Fig. 1: run 1, I/O nets highlighted
Scale: 3 px per micron.
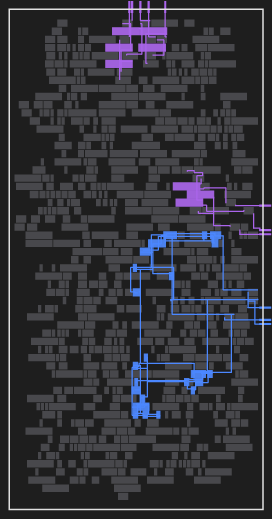
Fig. 2: run 1, sizing map
Scale: 3 px per micron.
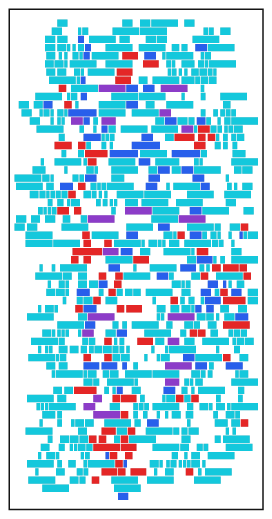
Fig. 3: run 1, local utilization
Scale: 3 px per micron. The die is cut into 8 by 17 equal tiles; dark blue is low, red is high, 0 to 100% covered.
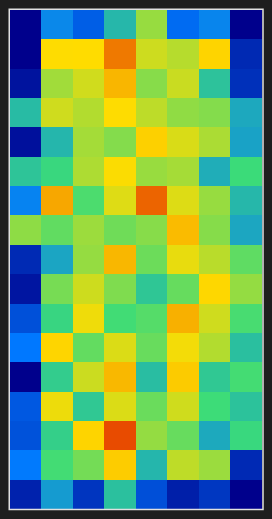
--- src/rtl/uart.sv ---
// 8E1 UART with internal TxD->RxD loopback and selectable baud; Tx_BUSY rises the cycle after a write,
// Rx flags update at the mid-stop sample; writes while busy or with Tx_EN low are dropped (no queueing).

module uart_baud #(
  parameter int CLK_FREQ   = 50000000,
  parameter int OVERSAMPLE = 16
) (
  input  logic       Clk,
  input  logic       reset,
  input  logic       run,
  input  logic [2:0] baud_select,
  output logic       tick
);
  function automatic int calc_div(input int baud);
    return (CLK_FREQ + OVERSAMPLE * baud / 2) / (OVERSAMPLE * baud);
  endfunction

  localparam int DIV_MAX = calc_div(300);
  localparam int DW      = $clog2(DIV_MAX + 1);

  logic [DW-1:0] div_sel, div_q, cnt;

  always_comb begin
    case (baud_select)
      3'd0:    div_sel = DW'(calc_div(300));
      3'd1:    div_sel = DW'(calc_div(1200));
      3'd2:    div_sel = DW'(calc_div(4800));
      3'd3:    div_sel = DW'(calc_div(9600));
      3'd4:    div_sel = DW'(calc_div(19200));
      3'd5:    div_sel = DW'(calc_div(38400));
      3'd6:    div_sel = DW'(calc_div(57600));
      default: div_sel = DW'(calc_div(115200));
    endcase
  end

  assign tick = run && (cnt == div_q - DW'(1));

  // Held at zero while idle so every frame starts on a fresh, freshly reloaded period.
  always_ff @(posedge Clk or posedge reset) begin
    if (reset) begin
      cnt   <= '0;
      div_q <= '0;
    end else if (!run || tick) begin
      cnt   <= '0;
      div_q <= div_sel;
    end else begin
      cnt <= cnt + DW'(1);
    end
  end
endmodule

module uart #(
  parameter int CLK_FREQ   = 50000000,
  parameter int OVERSAMPLE = 16
) (
  input  logic       Clk,
  input  logic       reset,
  input  logic [2:0] baud_select,
  input  logic       Tx_WR,
  input  logic       Tx_EN,
  input  logic [7:0] Tx_DATA,
  input  logic       Rx_EN,
  output logic       Tx_BUSY,
  output logic       Rx_PERROR,
  output logic       Rx_FERROR,
  output logic       Rx_VALID,
  output logic [7:0] Rx_DATA
);
  typedef enum logic [2:0] {IDLE, START, DATA, PARITY, STOP} state_t;

  localparam int            TW   = $clog2(OVERSAMPLE);
  localparam logic [TW-1:0] LAST = TW'(OVERSAMPLE - 1);
  localparam logic [TW-1:0] MID  = TW'(OVERSAMPLE / 2 - 1);

  state_t        tx_state, rx_state;
  logic          txd, loop_line, tx_tick, rx_tick;
  logic [7:0]    tx_sh, rx_sh;
  logic          tx_par, rx_par;
  logic [TW-1:0] tx_ticks, rx_ticks;
  logic [2:0]    tx_bits, rx_bits;
  logic          rx_s1, rx_s2, rx_prev;

  assign loop_line = txd;

  uart_baud #(.CLK_FREQ(CLK_FREQ), .OVERSAMPLE(OVERSAMPLE)) tx_baud (
    .Clk(Clk), .reset(reset), .run(Tx_BUSY), .baud_select(baud_select), .tick(tx_tick)
  );
  uart_baud #(.CLK_FREQ(CLK_FREQ), .OVERSAMPLE(OVERSAMPLE)) rx_baud (
    .Clk(Clk), .reset(reset), .run(rx_state != IDLE), .baud_select(baud_select), .tick(rx_tick)
  );

  always_ff @(posedge Clk or posedge reset) begin
    if (reset) begin
      tx_state <= IDLE;
      Tx_BUSY  <= 1'b0;
      txd      <= 1'b1;
      tx_sh    <= '0;
      tx_par   <= 1'b0;
      tx_ticks <= '0;
      tx_bits  <= '0;
    end else if (tx_state == IDLE) begin
      if (Tx_WR && Tx_EN && !Tx_BUSY) begin
        tx_sh    <= Tx_DATA;
        tx_par   <= ^Tx_DATA;
        Tx_BUSY  <= 1'b1;
        txd      <= 1'b0;
        tx_ticks <= '0;
        tx_state <= START;
      end
    end else if (tx_tick) begin
      tx_ticks <= (tx_ticks == LAST) ? '0 : tx_ticks + TW'(1);
      if (tx_ticks == LAST) begin
        case (tx_state)
          START: begin
            txd      <= tx_sh[0];
            tx_sh    <= tx_sh >> 1;
            tx_bits  <= '0;
            tx_state <= DATA;
          end
          DATA: begin
            if (tx_bits == 3'd7) begin
              txd      <= tx_par;
              tx_state <= PARITY;
            end else begin
              txd     <= tx_sh[0];
              tx_sh   <= tx_sh >> 1;
              tx_bits <= tx_bits + 3'd1;
            end
          end
          PARITY: begin
            txd      <= 1'b1;
            tx_state <= STOP;
          end
          default: begin
            Tx_BUSY  <= 1'b0;
            tx_state <= IDLE;
          end
        endcase
      end
    end
  end

  // Synchronizer flops reset to the idle level so reset release never looks like a start edge.
  always_ff @(posedge Clk or posedge reset) begin
    if (reset) begin
      rx_s1     <= 1'b1;
      rx_s2     <= 1'b1;
      rx_prev   <= 1'b1;
      rx_state  <= IDLE;
      rx_sh     <= '0;
      rx_par    <= 1'b0;
      rx_ticks  <= '0;
      rx_bits   <= '0;
      Rx_PERROR <= 1'b0;
      Rx_FERROR <= 1'b0;
      Rx_VALID  <= 1'b0;
      Rx_DATA   <= 8'h00;
    end else begin
      rx_s1   <= loop_line;
      rx_s2   <= rx_s1;
      rx_prev <= rx_s2;
      if (!Rx_EN) begin
        rx_state <= IDLE;
      end else if (rx_state == IDLE) begin
        if (rx_prev && !rx_s2) begin
          rx_ticks <= '0;
          rx_state <= START;
        end
      end else if (rx_tick) begin
        rx_ticks <= (rx_ticks == LAST) ? '0 : rx_ticks + TW'(1);
        if (rx_ticks == MID) begin
          case (rx_state)
            START: begin
              if (rx_s2) begin
                rx_state <= IDLE;
              end else begin
                Rx_VALID  <= 1'b0;
                Rx_PERROR <= 1'b0;
                Rx_FERROR <= 1'b0;
                rx_bits   <= '0;
                rx_state  <= DATA;
              end
            end
            DATA: begin
              rx_sh <= {rx_s2, rx_sh[7:1]};
              if (rx_bits == 3'd7) rx_state <= PARITY;
              else                 rx_bits  <= rx_bits + 3'd1;
            end
            PARITY: begin
              rx_par   <= rx_s2;
              rx_state <= STOP;
            end
            default: begin
              Rx_PERROR <= (rx_par != ^rx_sh);
              Rx_FERROR <= !rx_s2;
              Rx_VALID  <= (rx_par == ^rx_sh) && rx_s2;
              if ((rx_par == ^rx_sh) && rx_s2) Rx_DATA <= rx_sh;
              rx_state  <= IDLE;
            end
          endcase
        end
      end
    end
  end
endmodule

--- config.mk ---
export PLATFORM = sky130hd
export DESIGN_NAME = uart
export DESIGN_NICKNAME = d
export VERILOG_FILES = /design/src/rtl/uart.sv
export SDC_FILE = /design/constraint.sdc
export NUM_CORES = 1
export LEC_CHECK = 0
export CORE_ASPECT_RATIO = 2
export CORE_UTILIZATION = 45
export DETAILED_ROUTE_END_ITERATION = 16
export SYNTH_ARGS = -nofsm -noshare
export SYNTH_HDL_FRONTEND = slang
export SYNTH_HIERARCHICAL = 1
export SYNTH_SLANG_ARGS = --single-unit
--- constraint.sdc ---
create_clock -name Clk -period 3.3 [get_ports Clk]
set_clock_uncertainty 0.2 [all_clocks]
set_input_delay 0.33 -clock Clk [delete_from_list [all_inputs] [get_ports Clk]]
set_output_delay 0.33 -clock Clk [all_outputs]
set_load 0.02 [all_outputs]
==> run summary, run 1 <==
Status: complete, but fails checks
Failing checks: design-rule violations, negative setup slack
Largest registers: rx_baud/cnt x14, tx_baud/cnt x14
Top cells excl fill/tap: dfrtp_1, nor2_1, nand2_1
Via/cell ratio: 5.634
Antenna diodes: 0
Gate Area: 3367 sq um
First-pass GRT wire length: 22710 microns
Mapped Cells: 617
Max power group: combinational logic
Final worst path period need: 3.386 ns
Tool Warnings: 29
Worst Setup Slack, final: -0.08583 ns
M3 GR Usage: 0.03429
Routed WL: 13550 microns
Critical path origin: tx_baud/div_q[1]$_DFFE_PP0P_
GRT Util Overall: 0.2027
Static leakage: 3.288 nW
Number of remaining DRC errors: 4
Final setup fails: 8
Post-synth top cells: dfrtp_1, nor2_1, nand2_1, xnor2_1, mux2_2
DR WL met2: 7510 microns
CP Depth: 15
Worst Path Arrival: 3.45 ns
Tot Pwr: 0.005213 W
WL per Instance: 16.16 microns
Vias in the first global route: 4921
Final Max Slew Viols: 0
Worst r2r path cells: 15
Most instantiated library cell after synthesis: dfrtp_1
CTS tree: yes
Max-cap viol count: 0
Register area share after synthesis: 0.4380
Fmax: 295.3 MHz
Combinational Power Share: 0.415
RD Place Congestion: 0.8287
Area leader share: 0.4207
Post-synth EDFFs: 0
Fill count: 1172
Synth warnings: 6
YS chip area: 6067 sq um
## Picture notes: Fig. 1
baud_select: shown in blue, direction input, end cells 30, buffers 4, wire 584 microns. Rx_DATA: shown in purple, direction output, end cells 8, buffers 8, wire 222 microns.
I/O Buffers: 27
I/O pins: 28

## Picture notes: Fig. 2
_0 and _1 cells: shown in cyan, cells 527, most used dfrtp_1. _3 and _4 cells: shown in red, cells 75, most used buf_4. _6 and larger: shown in purple, cells 19, most used clkbuf_16. _2 cells: shown in blue, cells 65, most used mux2_2.
Repair and plain buffers: 82
post-route cell area: 7279 sq um
area grow syn2layout: 19.98%
Worst Setup Slack, final: -0.08583 ns

## Picture notes: Fig. 3
The mean over all tiles is 51%. 12% of the tiles are over 75% full. 3.7% of the tiles are nearly empty. The fullest tile reaches 92%.

[run 1: cells by family after synthesis]
| kind of cell | synth area share |
|---|---|
| xor+xnor | 0.1033 |
| mux | 0.08270 |
| simple gates | 0.2000 |
| compound gates | 0.1155 |
| buf+inv | 0.03980 |
| fa+ha+maj | 0.02062 |
| flops | 0.4380 |
[run 1: final cells by class]
cell class | count | share of cell area
clock buffer | 12 | 0.03524
clock inverter | 4 | 0.005500
inverter | 18 | 0.009282
multi-input combinational | 464 | 0.4625
sequential | 106 | 0.3651
tap | 152 | 0.02613
timing repair buffer | 82 | 0.09625
[run 1: stage by stage]
stage               instances  cell area [sq um]  hold slack (ns)
global placement          812               6724           0.1456
global route              838               7279           0.1508
detailed placement        812               6724           0.1472
floorplan                 617               6112           0.1452
finish                    838               7279           0.1431
CTS                       834               7086           0.1473
==> run 1 -> run 2 <==
- GPL_ROUTABILITY_DRIVEN: default -> 0
- PLACE_DENSITY: default -> 0.62
Fig. 4: run 2, local utilization
Scale: 3 px per micron. The die is cut into 8 by 17 equal tiles; dark blue is low, red is high, 0 to 100% covered.
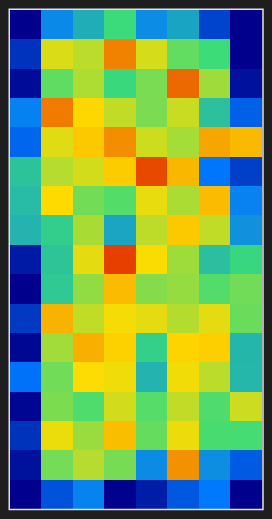
The fullest tile reaches 93%. The mean over all tiles is 51%. 6.6% of the tiles are nearly empty. 17% of the tiles are over 75% full.
core footprint: 13070 sq um
utilization after layout: 0.5589
FP Core Util: 0.4643

==> run 2 against run 1 <==
  * The flow finishes with violations (design-rule violations)
  * Utilization up 0.18 points
  * Sequential power is essentially flat
  * Synthesized cell count stayed put
  * Critical path type unchanged
  * Critical endpoint is now tx_sh[1]$_DFFE_PP0P_
==> run summary, run 2 <==
Final worst path period need: 3.282 ns
Status: complete, but fails checks
Tool Warnings: 29
GRT Util Overall: 0.1993
Worst r2r path cells: 14
WL per Instance: 16.33 microns
Final setup fails: 0
Hold_ws: 0.1625 ns
Vias in the first global route: 4867
Placed instance area: 6766 sq um
Area grow syn2layout: 20.38%
Via/cell ratio: 5.646
I/O pins: 28
CTS tree: yes
Failing checks: design-rule violations
Largest registers: rx_baud/cnt x14, tx_baud/cnt x14
Worst Setup Slack, final: 0.01793 ns
Final Max Slew Viols: 0
Mapped Cells: 617
Max power group: combinational logic
Number of remaining DRC errors: 6
-- run 2: cell counts after synthesis --
Identical to the previous run, type by type.
-- run 2: area by class of cell --
cell class                      instances  area (sq um)
Clock buffer                           10         229.0
Clock inverter                          6         58.81
Fill cell                            1155          5763
Inverter                               18         67.56
Multi-Input combinational cell        464          3369
Sequential cell                       106          2661
Tap cell                              152         190.2
Timing Repair Buffer                   84         726.9
-- run 2: cell families after synthesis --
logic type / synth area share
muxes: 0.08270
buffers and inverters: 0.03980
xor gates and xnor gates: 0.1033
adders and majority gates: 0.02062
and+or+nand+nor: 0.2000
AOI/OAI and AO/OA: 0.1155
DFF: 0.4380
==> run 2 -> run 3 <==
- CAP_MARGIN: default -> 30
Fig. 5: run 3, the metal 1 layer
Scale: 4 px per micron. Supply wires on this layer in gray. Cells faint in the background.
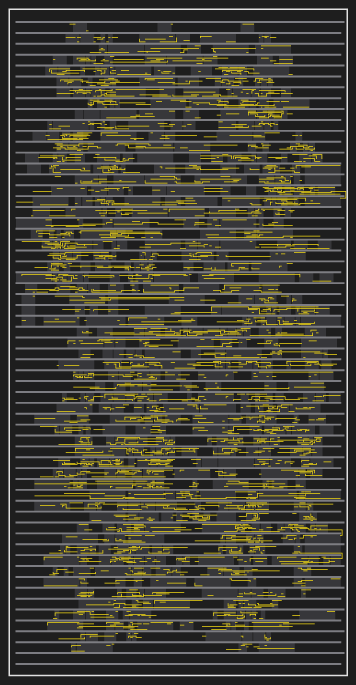
The longest straight run is 34.5 microns. 670 nets have wire on it. The wires run mostly horizontal. The layer carries 5280 microns of wire.
vias: 4780
Routed WL: 13700 microns

==> run 3 against run 2 <==
  * Fmax fell by 2.5%
  * Critical path type unchanged
  * First-iteration DRC count rose by 7.4%
  * Non-clock buffer count rose by 12
  * Global-route usage rose by 0.26 points
  * Largest power group unchanged
  * The flow finishes with violations (design-rule violations, negative setup slack)
  * Cell count rose by 1.4%
  * Synthesized cell count did not move
==> run summary, run 3 <==
Status: complete, but fails checks
Failing checks: design-rule violations, negative setup slack
Simple-Gate Area Share: 0.2000
Antenna diodes: 0
Final setup fails: 5
Tap cells: 152
Area grow syn2layout: 22.52%
Ao+oa area frac: 0.1155
Placed instance area: 6794 sq um
Post-route cell area: 7433 sq um
Core footprint: 13070 sq um
CP Depth: 13
Largest cell class: logic gates
First-pass GRT wire length: 22740 microns
CTS tree: yes
WL per Instance: 16.08 microns
Top cells excl fill/tap: dfrtp_1, nor2_1, buf_4
Tot Pwr: 0.005234 W
Gate Area: 3371 sq um
Comb/total area: 0.4535
I/O Buffers: 27
Combinational Power Share: 0.417
Mi-comb count: 464
Synth warnings: 6
Non-clk invs: 18
Max-cap viol count: 0
Via/cell ratio: 5.610
Number of remaining DRC errors: 6
Static leakage: 3.354 nW
Clock buf/inv share: 0.04023
Post-synth EDFFs: 0
Fill count: 1139
Critical path origin: tx_baud/div_q[1]$_DFFE_PP0P_
FP Core Util: 0.4643
Post-synth top cells: dfrtp_1, nor2_1, nand2_1, xnor2_1, mux2_2
DR WL met2: 7692 microns
GRT Util Overall: 0.2018
Post-Synth Adder-Cell Area: 0.02062
Final Max Slew Viols: 0
Hold_ws: 0.08391 ns
Worst Setup Slack, final: -0.06511 ns
Most instantiated library cell after synthesis: dfrtp_1
Largest registers: rx_baud/cnt x14, tx_baud/cnt x14
run 3: cell counts after synthesis:
Identical to the previous run, type by type.
run 3: power groups by stage:
stage	Sequential (W)	Combinational, W	Clock (W)
2_1_floorplan	0.00185	0.00151	0
3_3_place_gp	0.00196	0.00189	0
3_5_place_dp	0.00198	0.00195	0
4_1_cts	0.00196	0.00205	0.00110
5_1_grt	0.00204	0.00239	0.00116
6_report	0.00198	0.00218	0.00107
run 3: cells by family (layout without fill, tap and decap cells):
kind of cell               after synthesis  count (layout)
and+or+nand+nor                        239             239
muxes                                   44              44
adders and majority gates               10              10
buffers and inverters                   47             130
AOI/OAI and AO/OA                      101             101
xor gates and xnor gates                70              70
DFF                                    106             106
No activity file was given, so power comes from the tool's default toggle rates.
